**config.mk**
```make
export PLATFORM = sky130hd
export DESIGN_NAME = stim_sequencer
export DESIGN_NICKNAME = d
export VERILOG_FILES = /design/src/rtl/stim_pkg.sv /design/src/rtl/stim_pattern_gen.sv /design/src/rtl/stim_sequencer.sv
export SDC_FILE = /design/constraint.sdc
export NUM_CORES = 1
export LEC_CHECK = 0
export ABC_AREA = 1
export CORE_MARGIN = 1
export CORE_UTILIZATION = 60
export CTS_BUF_LIST = sky130_fd_sc_hd__clkbuf_16
export DETAILED_ROUTE_END_ITERATION = 7
export GPL_ROUTABILITY_DRIVEN = 0
export GPL_TIMING_DRIVEN = 0
export PLACE_DENSITY_LB_ADDON = 0.08
export SLEW_MARGIN = 15
export SYNTH_ARGS = -nofsm -noshare
export SYNTH_HDL_FRONTEND = slang
export SYNTH_HIERARCHICAL = 1
export SYNTH_SLANG_ARGS = --single-unit
```
**constraint.sdc**
```tcl
create_clock -name iClk -period 3 [get_ports iClk]
set_input_delay 0.75 -clock iClk [delete_from_list [all_inputs] [get_ports iClk]]
set_output_delay 0.75 -clock iClk [all_outputs]
set_load 0.05 [all_outputs]
```
**src/rtl/stim_pkg.sv**
```systemverilog
`default_nettype none
// ----------------------------------------------------------------------------
// stim_pkg : shared state encoding, pattern modes and LFSR tap table
// Rev 1.0
// ----------------------------------------------------------------------------
package stim_pkg;

  typedef enum logic [1:0] {
    ST_IDLE = 2'd0,
    ST_INIT = 2'd1,
    ST_RUN  = 2'd2,
    ST_DONE = 2'd3
  } state_t;

  localparam int MODE_BIN  = 0;
  localparam int MODE_GRAY = 1;
  localparam int MODE_LFSR = 2;

  // Fibonacci feedback masks for maximal-length sequences, indexed by width.
  localparam logic [7:0] LFSR_TAPS [2:8] = '{
    8'h03, 8'h06, 8'h0C, 8'h14, 8'h30, 8'h60, 8'hB8
  };

  function automatic int unsigned num_vectors(input int unsigned width, input int mode);
    return (mode == MODE_LFSR) ? ((32'd1 << width) - 32'd1) : (32'd1 << width);
  endfunction

endpackage
`default_nettype wire

```
**src/rtl/stim_pattern_gen.sv**
```systemverilog
`default_nettype none
// ----------------------------------------------------------------------------
// stim_pattern_gen : vector for the upcoming cycle (binary, Gray or LFSR)
// Rev 1.0
// ----------------------------------------------------------------------------
module stim_pattern_gen
  import stim_pkg::*;
#(
  parameter int WIDTH = 4,
  parameter int MODE  = 0
) (
  input  logic             clk_i,
  input  logic             rst_ni,
  input  logic             load_i,
  input  logic             advance_i,
  input  logic [WIDTH-1:0] idx_i,
  output logic [WIDTH-1:0] vec_o
);

  generate
    if (MODE == MODE_LFSR) begin : g_lfsr
      localparam logic [7:0]       TAPS_FULL = LFSR_TAPS[WIDTH];
      localparam logic [WIDTH-1:0] TAPS      = TAPS_FULL[WIDTH-1:0];
      localparam logic [WIDTH-1:0] SEED      = {{(WIDTH-1){1'b0}}, 1'b1};

      logic [WIDTH-1:0] lfsr_q;
      logic [WIDTH-1:0] lfsr_d;
      logic             w_unused_idx;

      assign w_unused_idx = ^idx_i;

      always_comb begin
        lfsr_d = lfsr_q;
        if (load_i) begin
          lfsr_d = SEED;
        end else if (advance_i) begin
          lfsr_d = {lfsr_q[WIDTH-2:0], ^(lfsr_q & TAPS)};
        end
      end

      always_ff @(posedge clk_i or negedge rst_ni) begin
        if (!rst_ni) begin
          lfsr_q <= SEED;
        end else begin
          lfsr_q <= lfsr_d;
        end
      end

      // Look-ahead value so the sequencer can register it on the same edge.
      assign vec_o = lfsr_d;
    end else if (MODE == MODE_GRAY) begin : g_gray
      logic w_unused_ctl;
      assign w_unused_ctl = ^{clk_i, rst_ni, load_i, advance_i};
      assign vec_o        = idx_i ^ (idx_i >> 1);
    end else begin : g_bin
      logic w_unused_ctl;
      assign w_unused_ctl = ^{clk_i, rst_ni, load_i, advance_i};
      assign vec_o        = idx_i;
    end
  endgenerate

endmodule
`default_nettype wire

```
**src/rtl/stim_sequencer.sv**
```systemverilog
`default_nettype none
// ----------------------------------------------------------------------------
// stim_sequencer : IDLE/INIT/RUN/DONE stimulus sequencer with hold and pause
// Rev 1.0
// ----------------------------------------------------------------------------
module stim_sequencer
  import stim_pkg::*;
#(
  parameter int WIDTH    = 4,
  parameter int HOLD     = 3,
  parameter int INIT_CYC = 2,
  parameter int MODE     = 0
) (
  input  logic             iClk,
  input  logic             iClr,
  input  logic             iStart,
  input  logic             iPause,
  output logic [WIDTH-1:0] oVec,
  output logic             oValid,
  output logic             oInit,
  output logic             oDone
);

  localparam int unsigned      NVEC      = num_vectors(WIDTH, MODE);
  localparam logic [WIDTH-1:0] LAST_IDX  = WIDTH'(NVEC - 1);
  localparam logic [7:0]       HOLD_LAST = 8'(HOLD - 1);
  localparam logic [7:0]       INIT_LAST = 8'(INIT_CYC - 1);

  state_t           state_q;
  logic [7:0]       cnt_q;
  logic [WIDTH-1:0] idx_q;
  logic [WIDTH-1:0] idx_d;
  logic [WIDTH-1:0] vec_q;
  logic             valid_q;
  logic             init_q;
  logic             done_q;

  logic             w_hold_end;
  logic             w_last_vec;
  logic             w_restart;
  logic             w_advance;
  logic [WIDTH-1:0] w_gen_vec;

  always_comb begin
    w_hold_end = (cnt_q == HOLD_LAST);
    w_last_vec = (idx_q == LAST_IDX);
    w_restart  = ((state_q == ST_IDLE) || (state_q == ST_DONE)) && iStart;
    w_advance  = (state_q == ST_RUN) && !iPause && w_hold_end && !w_last_vec;
    idx_d      = idx_q;
    if (w_advance) begin
      idx_d = idx_q + 1'b1;
    end else if ((state_q == ST_RUN) && !iPause && w_hold_end) begin
      idx_d = '0;
    end
  end

  stim_pattern_gen #(
    .WIDTH (WIDTH),
    .MODE  (MODE)
  ) u_pattern_gen (
    .clk_i     (iClk),
    .rst_ni    (iClr),
    .load_i    (w_restart),
    .advance_i (w_advance),
    .idx_i     (idx_d),
    .vec_o     (w_gen_vec)
  );

  always_ff @(posedge iClk or negedge iClr) begin
    if (!iClr) begin
      state_q <= ST_IDLE;
      cnt_q   <= '0;
      idx_q   <= '0;
      vec_q   <= '0;
      valid_q <= 1'b0;
      init_q  <= 1'b0;
      done_q  <= 1'b0;
    end else begin
      idx_q <= idx_d;
      case (state_q)
        ST_IDLE, ST_DONE: begin
          if (iStart) begin
            state_q <= ST_INIT;
            cnt_q   <= '0;
            vec_q   <= '0;
            init_q  <= 1'b1;
            done_q  <= 1'b0;
          end
        end
        ST_INIT: begin
          if (!iPause) begin
            if (cnt_q == INIT_LAST) begin
              state_q <= ST_RUN;
              cnt_q   <= '0;
              init_q  <= 1'b0;
              valid_q <= 1'b1;
              vec_q   <= w_gen_vec;
            end else begin
              cnt_q <= cnt_q + 8'd1;
            end
          end
        end
        ST_RUN: begin
          // A paused cycle is not a hold cycle, so oValid drops with it.
          if (iPause) begin
            valid_q <= 1'b0;
          end else begin
            valid_q <= 1'b1;
            if (w_hold_end) begin
              cnt_q <= '0;
              if (w_last_vec) begin
                state_q <= ST_DONE;
                valid_q <= 1'b0;
                done_q  <= 1'b1;
              end else begin
                vec_q <= w_gen_vec;
              end
            end else begin
              cnt_q <= cnt_q + 8'd1;
            end
          end
        end
        default: state_q <= ST_IDLE;
      endcase
    end
  end

  assign oVec   = vec_q;
  assign oValid = valid_q;
  assign oInit  = init_q;
  assign oDone  = done_q;

endmodule
`default_nettype wire

```
### Cells coloured by class, run 1

Fill, decap, tap and diode cells in grey.
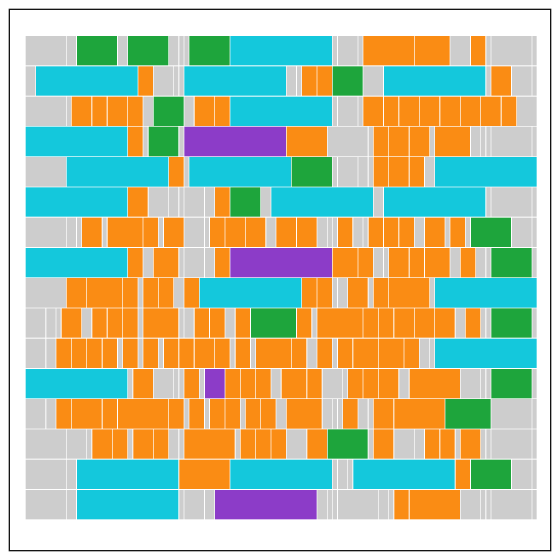
legend:
  cyan:
    class: flip-flops
    cells: 21
    share_of_their_area: 36%
  green:
    class: other buffers and delay cells
    cells: 16
    share_of_their_area: 10%
  orange:
    class: all other logic
    cells: 144
    share_of_their_area: 49%
  purple:
    class: clock drivers and dummy loads
    cells: 4
    share_of_their_area: 5.4%
final non-filler cell area: 1514 µm²
register share of the cell area: 34.71%
number of standard-cell rows in the floorplan: 16
core region area: 2002 µm²
utilization of the core after routing: 75.63%

### Clock distribution, run 1

Bar = 10 µm.
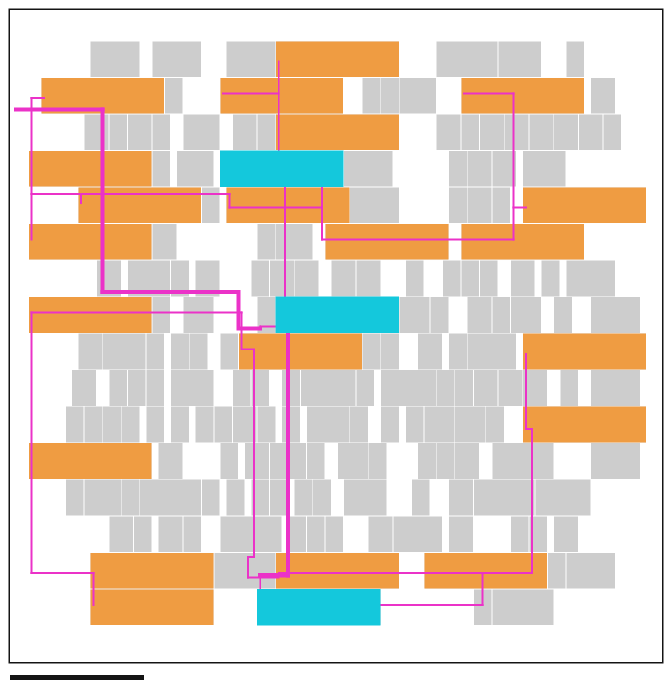
legend:
  cyan:
    item: cells driving clock nets
    count: 3
  orange:
    item: flip-flops
    count: 21
  magenta:
    item: clock wires
    length: 277 µm
flops lie: all over the die
routed clock nets: 4
total clock network power: 0.281 mW
clock tree skew after final layout: 0.003675 ns
clock network power share: 18.1%
Worst-Skew Late Latency: 0.25 ns

### Cell outlines without signal wires, run 1

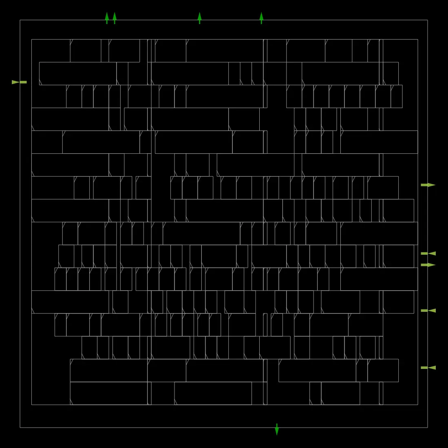
layout sequential cell count: 21
final non-filler cell total: 212
Tap Cells: 27

==> git commit body, run 1 <==
Store results of the implementation flow

- Result of the run: completed
- According to the hold report, the worst path is of the reg -> reg type.
- Sequential cell fraction of total power: between 20% and 30%
* Worst setup slack before clock tree synthesis: roughly 0.75 ns
- Per the layout report, the design carries 3 clock buffers.
* H-tree levels: 1
* Final clock period utilization by the worst path: 72.11%
- Maximum fanout along the worst path: 2
* Critical path startpoint category: register
* Area used by sequential logic in the layout: approximately 530 µm²
* Sequential logic power: 0.431 mW
* Initial antenna violation count: 0
- Before placement the cells fill roughly 65% of the core.
* Fraction of final layout cells sized beyond drive strength 1: ~11%
- I/O Pins: 11
* Filler cell count: between 150 and 200
- Per STA, the highest per-stage delay on the worst path measures 0.81 ns.
- Per the OpenROAD power report, leakage power amounts to between 0.7 and 0.8 nW.
- For this sky-water flow run, the detailed-routed wirelength per cell is reported as 11.90 µm.
- After layout, the inverter instance count without clock inverters stands at 25.
- Multi-Input Combinational: roughly 120
* Post-route minimum period: approximately 2.2 ns
- Switch share: 46.27%
- The CTS log lists the clock sinks for this run as 21.
- Proportion of power drawn by combinational gates: a little over half
- Yosys synthesis warning count: 6
* Combined buffer and inverter count along the critical path: 1
- Hold buffer count at cts: 0
- Per the post-synthesis report, the nets total 182.
* Syn-to-layout area delta: 16.46%
- Power Combinational: around 0.84 mW
- Remaining routing DRC violations: 0
- Looking at the post-CTS report, the setup buffer insertion count equals 0.
- After synthesis the cells add up to approximately 1300 µm².
* CTS max path bufs: 2
- After clock tree synthesis, the clock-pin slew on the worst setup and hold paths is about 0.060 ns.
- Cell-by-cell listing of the critical path: clkdlybuf4s50_1
- Placed inst area: 1434 µm²
* Synthesized area per cell: 7.602 µm²
- Cell family contributing the most delay on the critical path: buffers and inverters
- Via count of the first global-routing pass: about 1100
* Category of the critical setup timing path: reg -> out
- Entering global routing, the biggest net connects 22 pins.
- The first global-routing pass estimated ~4700 µm of wire.
- Per the GRT congestion report, total overflow comes to 0.
- Layout Nets: between 150 and 200
* Horiz. Die Dim: between 40 and 50 µm
- Data buffer area share: between 10% and 20%
- According to the timing report, the arrival time at the worst endpoint equals approximately 1.4 ns.
- Die outline area: about 2400 µm²
- TritonCTS built the clock tree.
- TNS Setup: 0 ns
- In the power breakdown, the internal column shows about 0.83 mW.
- Input and output buffers added on the ports amount to 10.
- Leaving out fill and tap cells, the most frequent cells in the layout are nand2_1, inv_1, dfrtp_1.
- Worst Setup End Kind: primary output
* Post-CTS resize count: 0
* Required time at the endpoint of the critical path: 2.25 ns
- Number of failing hold endpoints at the final stage: 0
- Library cell used as clock root buffer: clkbuf_16
- The slowest stage of the critical path belongs to the cell clkdlybuf4s50_1.
* Psw: ~0.72 mW
- The layout has 16 buffers outside the clock class.
* Area-dominant class: logic gates
- Biggest power consumer among the groups: combinational logic
* Worst-Margin Slew: 0.9372 ns
- The number of clock buffers added by TritonCTS is 3.
- The worst path meets setup with 0.8366 ns of slack.
- Total power of the final layout: 1.551 mW
* Total tool warning count: 30
- Tightest slew margin relative to the limit: 37.33%
* All-layer global routing usage: a little over a quarter
* Total power density per cell area: between 1000 and 1500 nW/µm²
* Final Hold Slack: just under 0.5 ns
- DR iter-0 viols: 29
* Leading cell type in the layout, fill and taps excluded: nand2_1
- Clock-cell share of area: around 5.3%
* Multi-input gate area in the final layout: 628.1 µm²
* Worst-case vdd ir drop: between 0.6 and 0.7 mV
- Unrepaired setup endpoints after global routing: no
- For this run, the final setup violation count is recorded as 0.
- Iteration tally of the first detailed-router pass: 4
- DIE HEIGHT: between 40 and 50 µm
* Max frequency: 462.2 MHz
- DPL Wire Length: between 1500 and 2000 µm
* Wirelength, routed: around 2500 µm
- Via total after detailed routing: ~1100
- Max-slew check failures listed in the final report amount to 0.
* Combinational share of cell area: roughly two fifths
- Dividing the detail-routed via count by the number of cells gives between 5 and 6.
- After detailed placement, the design holds a cell count of 208.
- The detail route stage leaves a number of antenna-violating nets equal to 0.
* Count of maximum capacitance violations: 0
- Count of inserted antenna diode cells: 0
* Synthesized instance count: around 170
run 1: final timing paths:
kind                       endpoint  cells after the start  startpoint  slack [ns]
max in group asynchronous   oVec[2]                      1        iClr        1.41
max                         oVec[3]                      1     oVec[3]        0.84
min reg2reg                   oDone                      2       oDone        0.48
min                           oDone                      2       oDone        0.48
min in group asynchronous  cnt_q[1]                      1        iClr        1.02
max reg2reg                 oVec[2]                     11    cnt_q[0]        1.09
run 1: layer usage:
layer  vias to the layer above  share of wire [%]  track usage, %
met5                         -                  0               0
met4                         0                1.3           11.27
met3                         4                2.4           3.145
met2                        18                 49           44.13
met1                       489                 47           33.47
li1                        563                  -               -
run 1: state kept, by name, indices dropped and copies added (netlist names):
name     count
idx_q        4
oValid       1
state_q      2
oVec         4
cnt_q        8
oDone        1
oInit        1
## Run 2: what changed since run 1
--- a/config.mk
+++ b/config.mk
@@ -7,7 +7,7 @@
 export LEC_CHECK = 0
 export ABC_AREA = 1
 export CORE_MARGIN = 1
-export CORE_UTILIZATION = 60
+export CORE_UTILIZATION = 51
 export CTS_BUF_LIST = sky130_fd_sc_hd__clkbuf_16
 export DETAILED_ROUTE_END_ITERATION = 7
 export GPL_ROUTABILITY_DRIVEN = 0
==> constraint.sdc (replaced) <==
create_clock -name iClk -period 1.81 [get_ports iClk]
set_input_delay 0.4525 -clock iClk [delete_from_list [all_inputs] [get_ports iClk]]
set_output_delay 0.4525 -clock iClk [all_outputs]
set_load 0.05 [all_outputs]
==> run 2 against run 1 <==
  * Clock skew about the same
  * Critical path depth up 11
  * Clock power grew 68%
  * Utilization is 4.5 points lower
  * Combinational power up 100%
  * Hold slack lost 0.00077 ns
  * Register-to-register slack lost 1.0 ns
  * Synthesized area did not move
  * Setup slack lost 0.80 ns
  * Sequential share of layout area down 2.4 points
  * Die size is 17% higher
==> git commit body, run 2 <==
Store results of the implementation flow

- Setup repair bufs after CTS: 1 (+1)
- Worst-case vdd ir drop: 1.033 mV (+58%)
* Clock-pin slew on the worst setup and hold paths: 0.06 ns (about the same)
- CTS max path bufs: 2 (unchanged)
* Tightest slew margin relative to the limit: 36.80% (-0.53 points)
- Cell family contributing the most delay on the critical path: simple AND/OR/NAND/NOR gates
- Counting flops per register, the top entry is cnt_q.
- The required time of the critical path came to 1.95 ns (-0.30 ns).
- The report lists the cells along the critical path as inv_1 -> ha_2 -> buf_6 -> buf_4 -> nand2_2 -> nand2_2 -> nor2_4 -> inv_2 -> nor2_1 -> nand3_2 -> nand2_1 -> o21ai_1.
- The detailed-placement wirelength estimate came to 1934 µm (+5.7%).
- The reported max-cap violation count is 0 (unchanged).
- The top cell types in the final layout, fill and taps aside, are nand2_1, inv_1, dfrtp_1.
- The clock latency on the worst-skew pair is 0.25 ns (about the same).
- The total overflow reported by the global router came to 0 (unchanged).
- Utilization of the core after routing: 71.08% (-4.5 points)
- The pin slew with the least headroom to its limit is 0.9450 ns (+0.007851 ns).
* Die outline area: 2755 µm² (+17%)
- The area used by sequential logic in the layout came to 528.0 µm² (+0.48%).
- Via/cell ratio: 5.214 (+2.9%)
- Placed cell count: 209 (+0.48%)
- Wirelength, routed: 2890 µm (+15%)
- Syn-to-layout area delta: 25.60%
* First-pass GRT wire length: 4512 µm (-4.8%)
- Placed inst area: 1435 µm² (about the same)
- The maximum number of pins on one net before global-route repair is 22 (unchanged).
- The final hold slack was 0.4796 ns (-0.0007740 ns).
- Launch point of the worst reg-to-reg path: state_q[0]
- Depth of the critical timing path with buffers and inverters included: 12 (+11)
- The synthesized net count is 182 (unchanged).
* Category of the critical setup timing path: reg -> reg
- Via total after detailed routing: 1147 (+6.8%)
- Hold path startpoint: oDone
- The post-synthesis cell area came to 1300 µm² (unchanged).
- Worst setup slack before clock tree synthesis: -0.1451 ns (-0.8995 ns)
- The final count of pins violating max slew came to 0 (unchanged).
- Horiz. Die Dim: 52.49 µm (+8.1%)
- The first-pass detailed-route iteration total is 4 (unchanged).
* Data arrival, critical path: 1.91 ns (+0.50 ns)
* Core region area: 2297 µm² (+15%)
- Multi-input gate area in the final layout: 693.2 µm² (+10%)
* Slack of the worst reg-to-reg path: 0.04 ns (-1.05 ns)
- The number of gates resized after CTS is 13 (+13).
- The largest individual stage delay along the critical path comes from the cell dfrtp_1.
- The final timing report derives a shortest allowable period of approximately 1.8 ns.
- Total power density per cell area: 1759 nW/µm² (+72%)
* CTS tree: built
- Looking at the hold checks, the worst path lands on oDone.
- Worst Setup End Kind: register
- Number of failing hold endpoints at the final stage: 0 (unchanged)
- Unrepaired setup endpoints after global routing: yes
- The routed length per placed instance was 13.14 µm (+10%).
- The worst path setup slack after routing is 0.04115 ns (-0.7954 ns).
- The biggest cell delay along the critical path is 0.40 ns (-0.41 ns).
- Yosys synthesis warning count: 6 (unchanged)
- The final timing summary puts the cycle share of the worst path at 97.73%.
- The leakage dissipation was 0.7940 nW (+9.2%).
* Number of flip-flops in the largest register: 8 (unchanged)
* Number of clock sinks: 21 (unchanged)
* IO Port Bufs: 10 (unchanged)
- Synthesized area per cell: 7.602 µm² (unchanged)
* DIE HEIGHT: 52.49 µm (+8.1%)
* Number of nets with antenna violations after routing: 0 (unchanged)
- Crit. Startpoint: state_q[0]
* DR iter-0 viols: 21 (-28%)
- CTS Buf Count: 3 (unchanged)
- Result of the run: completed
- Final non-filler cell area: 1633 µm² (+7.9%)
- The number of cells traversed by the worst register-to-register path is 12 (+1).
* TNS Setup: 0 ns (unchanged)
- Synthesized instance count: 171 (unchanged)
- Library cell used as clock root buffer: clkbuf_16
- The count of fill cells added during filler insertion was 172 (+11%).
- Hold buffer count at cts: 0 (unchanged)
* Capturing instance or port of the critical path: state_q[1]
- The number of inserted diodes came to 0 (unchanged).
* RR Endpoint: state_q[1]
* Initial Util: 56.59% (-8.3 points)
- The total power was 2.873 mW (+85%).
- The number of I/O pins was 11 (unchanged).
- Maximum fanout along the worst path: 6 (+4)
* Clock tree skew after final layout: 0.003659 ns (-0.00001668 ns)
- Critical path startpoint category: register
* Fraction of final layout cells sized beyond drive strength 1: 22.40% (+11 points)
* H-tree levels: 1 (unchanged)
- Class of the tightest hold or removal check: reg -> reg
- Combined buffer and inverter count along the critical path: 4 (+3)
- Hold path cells: 2 (unchanged)
- Leading cell type in the layout, fill and taps excluded: nand2_1
- Final non-filler cell total: 220 (+3.8%)
- Layout Nets: 204 (+3.6%)
- The number of DRC violations after detailed routing came to 0 (unchanged).
* Most numerous cell on the critical path: nand2_2
- Total setup violations reported at the end of the flow: 0 (unchanged)
* Total tool warning count: 31 (+3.3%)
- Max frequency: between 500 and 600 MHz
- The number of antenna violations at the first check in global routing was 0 (unchanged).
* All-layer global routing usage: 22.70% (-3.3 points)
* Via count of the first global-routing pass: 1036 (-3.8%)
-- run 2: per-layer routing --
metal,part of all wire [%],routed length (µm),vias up,global-route usage (%)
met2,49,1424,16,36.71
met3,3.2,92,9,4.928
met5,0,0,-,0
li1,-,-,584,-
met1,45,1306,538,29.27
met4,2.3,66,0,8.772
-- run 2: final cells by class --
type	instances	share of cell area, %
clock inverters	1	0.3065
multi-input cells	119	42.45
well taps	28	2.146
clock buffers	3	4.598
repair buffers	21	10.65
flip-flops and latches	21	32.34
plain buffers	2	1.379
inverters	25	6.130
-- run 2: power breakdown --
part	total [mW]	switching (mW)	internal (mW)
Combinational	1.69	1.07	0.617
Clock	0.471	0.174	0.297
Sequential	0.715	0.104	0.612
Total	2.87	1.35	1.53
### Cells coloured by class, run 2

Fill, decap, tap and diode cells in grey.
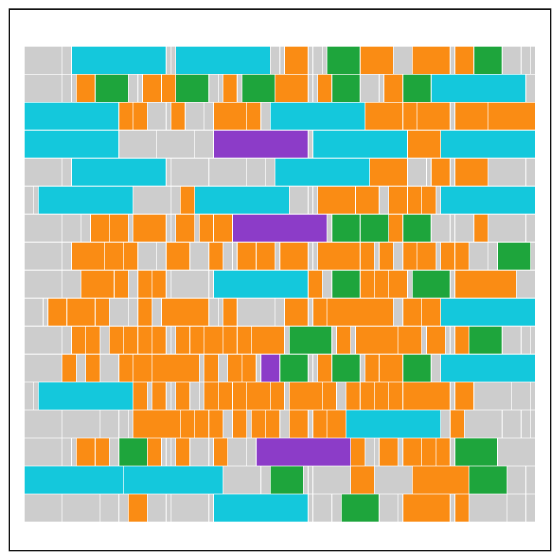
legend:
  purple:
    class: clock drivers and dummy loads
    cells: 4
    share_of_their_area: 5.0%
  cyan:
    class: flip-flops
    cells: 21
    share_of_their_area: 33%
  orange:
    class: all other logic
    cells: 144
    share_of_their_area: 50%
  green:
    class: other buffers and delay cells
    cells: 23
    share_of_their_area: 12%
register share of the cell area: 32.34%
number of standard-cell rows in the floorplan: 17

## Run 3: what changed since run 2
--- a/config.mk
+++ b/config.mk
@@ -6,8 +6,8 @@
 export NUM_CORES = 1
 export LEC_CHECK = 0
 export ABC_AREA = 1
-export CORE_MARGIN = 1
-export CORE_UTILIZATION = 51
+export CORE_ASPECT_RATIO = 0.6
+export CORE_UTILIZATION = 44
 export CTS_BUF_LIST = sky130_fd_sc_hd__clkbuf_16
 export DETAILED_ROUTE_END_ITERATION = 7
 export GPL_ROUTABILITY_DRIVEN = 0
==> run 3 against run 2 <==
  * Largest cell class unchanged
  * Cell count up 2.3%
  * Clock skew down 0.0013 ns
  * Synthesized cell count unchanged
  * Non-clock buffer count down 7
  * Via count down 7.8%
  * Clock-buffer cell count unchanged
  * Hold slack worse by 0.0025 ns
  * Sequential cell count unchanged
  * Utilization down 12 points
==> git commit body, run 3 <==
Store results of the implementation flow

- Result of the run: completed
- In this run the most used layer during global routing was met1.
- Detail Route met3 WL: 63 µm (-32%)
- Routed met1 length: 1505 µm (+15%)
- The detailed-placement wirelength estimate was 1947 µm (+0.68%).
* Terminating pin of the worst hold path: oDone
- Psw: 1.224 mW (-9.1%)
* Clock-pin slew on the worst setup and hold paths: 0.06 ns (about the same)
* H-tree levels: 1 (unchanged)
- The first-pass detailed-route iteration total was 4 (unchanged).
* Proportion of power drawn by combinational gates: 54.2% (-4.5 points)
* Met3 usage in global routing: 5.467% (+0.54 points)
- The total length of routed wires is 2596 µm (-10%).
- The flip-flop count of the largest register, all copies and words added is 8 (unchanged).
- Slack of the worst reg-to-reg path: 0.10 ns (+0.06 ns)
- Total power of the final layout: 2.602 mW (-9.4%)
- The sequential power came to 0.718 mW (about the same).
- Filler cell count: 242 (+41%)
* Sequential cell fraction of total power: 27.6% (+2.7 points)
- Power Combinational: 1.41 mW (-17%)
* Number of failing hold endpoints at the final stage: 0 (unchanged)
- Final non-filler cell total: 225 (+2.3%)
* Multi-input gate area in the final layout: 665.6 µm² (-4.0%)
- Final Hold Slack: 0.4771 ns (-0.002496 ns)
- Synthesized instance count: 171 (unchanged)
- Maximum number of pins on one net before global-route repair: 22 (unchanged)
* DIE HEIGHT: 44.11 µm (-16%)
* Max-slew violation total from the final report: 0 (unchanged)
- Leading cell type in the layout, fill and taps excluded: nand2_1
- The worst register-to-register path ends at oVec[1].
* Capturing instance or port of the critical path: oVec[1]
* Per-cell routed wire length: 11.54 µm (-12%)
- The largest share of the power goes to combinational logic.
* CTS Buf Count: 3 (unchanged)
- Hold buffer count at cts: 0 (unchanged)
- Clock tree skew after final layout: 0.002349 ns (-0.001310 ns)
- Launch point of the worst reg-to-reg path: state_q[0]
- The largest register by flop count is cnt_q.
- The number of antenna-violating nets in the routed design came to 0 (unchanged).
- Max layer used: met4
- The slowest stage of the critical path belongs to the cell dfrtp_1.
* Required time at the endpoint of the critical path: 1.95 ns (about the same)
- The total global-route track usage came to 18.33% (-4.4 points).
- The maximum VDD drop was 0.7856 mV (-24%).
- Static power due to leakage: 0.7567 nW (-4.7%)
* Die outline area: 3183 µm² (+16%)
- Initial antenna violation count: 0 (unchanged)
* Data arrival, critical path: 1.84 ns (-0.07 ns)
- The iteration-0 DRC count of the detailed router came to 38 (+81%).
* CTS tree: built
- Depth of the most critical reg-to-reg path: 10 (-2)
- Unrepaired setup endpoints after global routing: yes
- Tightest slew margin relative to the limit: 36.81% (about the same)
- Placed inst area: 1450 µm² (+1.0%)
- STA classifies the critical path startpoint as a register.
* Worst Setup End Kind: register
- In this run the most critical hold path is launched from oDone.
- CTS max path bufs: 2 (unchanged)
- The highest fanout seen on the critical path came to 10 (+4).
* Grt met2 use: 25.61% (-11 points)
* Wire length on met2: 1007 µm (-29%)
- The synthesized net count is 182 (unchanged).
- The number of inserted diodes came to 0 (unchanged).
- Via count of the first global-routing pass: 907 (-12%)
* Switch share: 47.06% (+0.14 points)
* Total tool warning count: 31 (unchanged)
- The flow measured a signed area growth from synthesis to layout of 20.21%.
* Core region area: 2645 µm² (+15%)
* Fraction of final layout cells sized beyond drive strength 1: 16.22% (-6.2 points)
* Library cell used as clock root buffer: clkbuf_16
- The area used by sequential logic in the layout is 526.8 µm² (-0.24%).
- The post-synthesis cell area came to 1300 µm² (unchanged).
- First-pass GRT wire length: 4250 µm (-5.8%)
* Via total after detailed routing: 1058 (-7.8%)
* Total setup violations reported at the end of the flow: 0 (unchanged)
* Commonest cells after routing, fill and taps aside: nand2_1, inv_1, dfrtp_1
* Number of clock sinks: 21 (unchanged)
* IO Port Bufs: 10 (unchanged)
- Among the stages of the critical path, the cell type that occurs most often is nor2_2.
- Tracing the worst setup path back leads to its startpoint at state_q[0].
- The total overflow reported by the global router is 0 (unchanged).
* TNS Setup: 0 ns (unchanged)
- The clock network power share was 18.2% (+1.8 points).
- I/O Pins: 11 (unchanged)
- Final clock period utilization by the worst path: 94.26% (-3.5 points)
- The achievable frequency came to 586.2 MHz (+3.7%).
- Synthesized area per cell: 7.602 µm² (unchanged)
==> run 3: repair_timing <==
action                     4_1_cts  5_1_grt
setup endpoints to repair        9       12
setup buffers                    0        4
resized                          8       15
pin swaps                        0       10
==> run 3: final cells by class <==
type                       count  share of cell area [%]
buffer                         2                   1.441
timing repair buffer          14                   7.766
tap                           40                   3.203
clock inverter                 1                  0.3203
clock buffer                   3                   4.804
multi-input combinational    119                   42.59
inverter                      25                   6.165
sequential                    21                   33.71
==> run 3: critical path: cells and delay by family (launching register included) <==
family / cells / cell delay [ns]
adders and majority gates: 1 / 0.31
and+or+nand+nor: 5 / 0.52
AOI/OAI and AO/OA: 1 / 0.06
DFF: 1 / 0.41
buffers and inverters: 3 / 0.28
### Cell outlines without signal wires, run 3

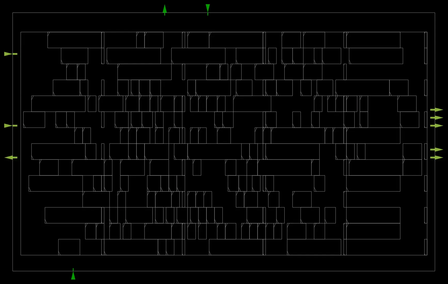
number of standard-cell rows in the floorplan: 14
utilization of the core after routing: 59.08%


==> gallery <==
Pin placement.
Pins as bars across the die edge, other pins in grey.
picture 1
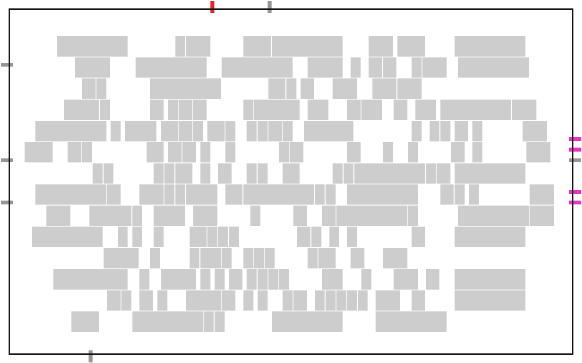
picture 2
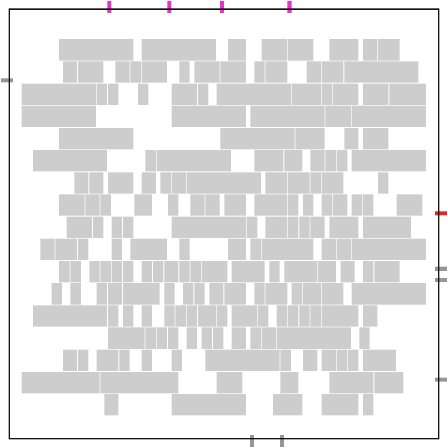
Picture 1 comes from run 3.
Picture 2 comes from run 2.

Key to picture 2:
legend:
  red:
    port: oDone
    pins: 1
    direction: output
    edge: east
  magenta:
    port: oVec
    pins: 4
    direction: output
    edge: north
all pins by edge: 4 east, 4 north, 2 south, 1 west

Power figures rest on the tool's default switching activity, not on a simulated workload.
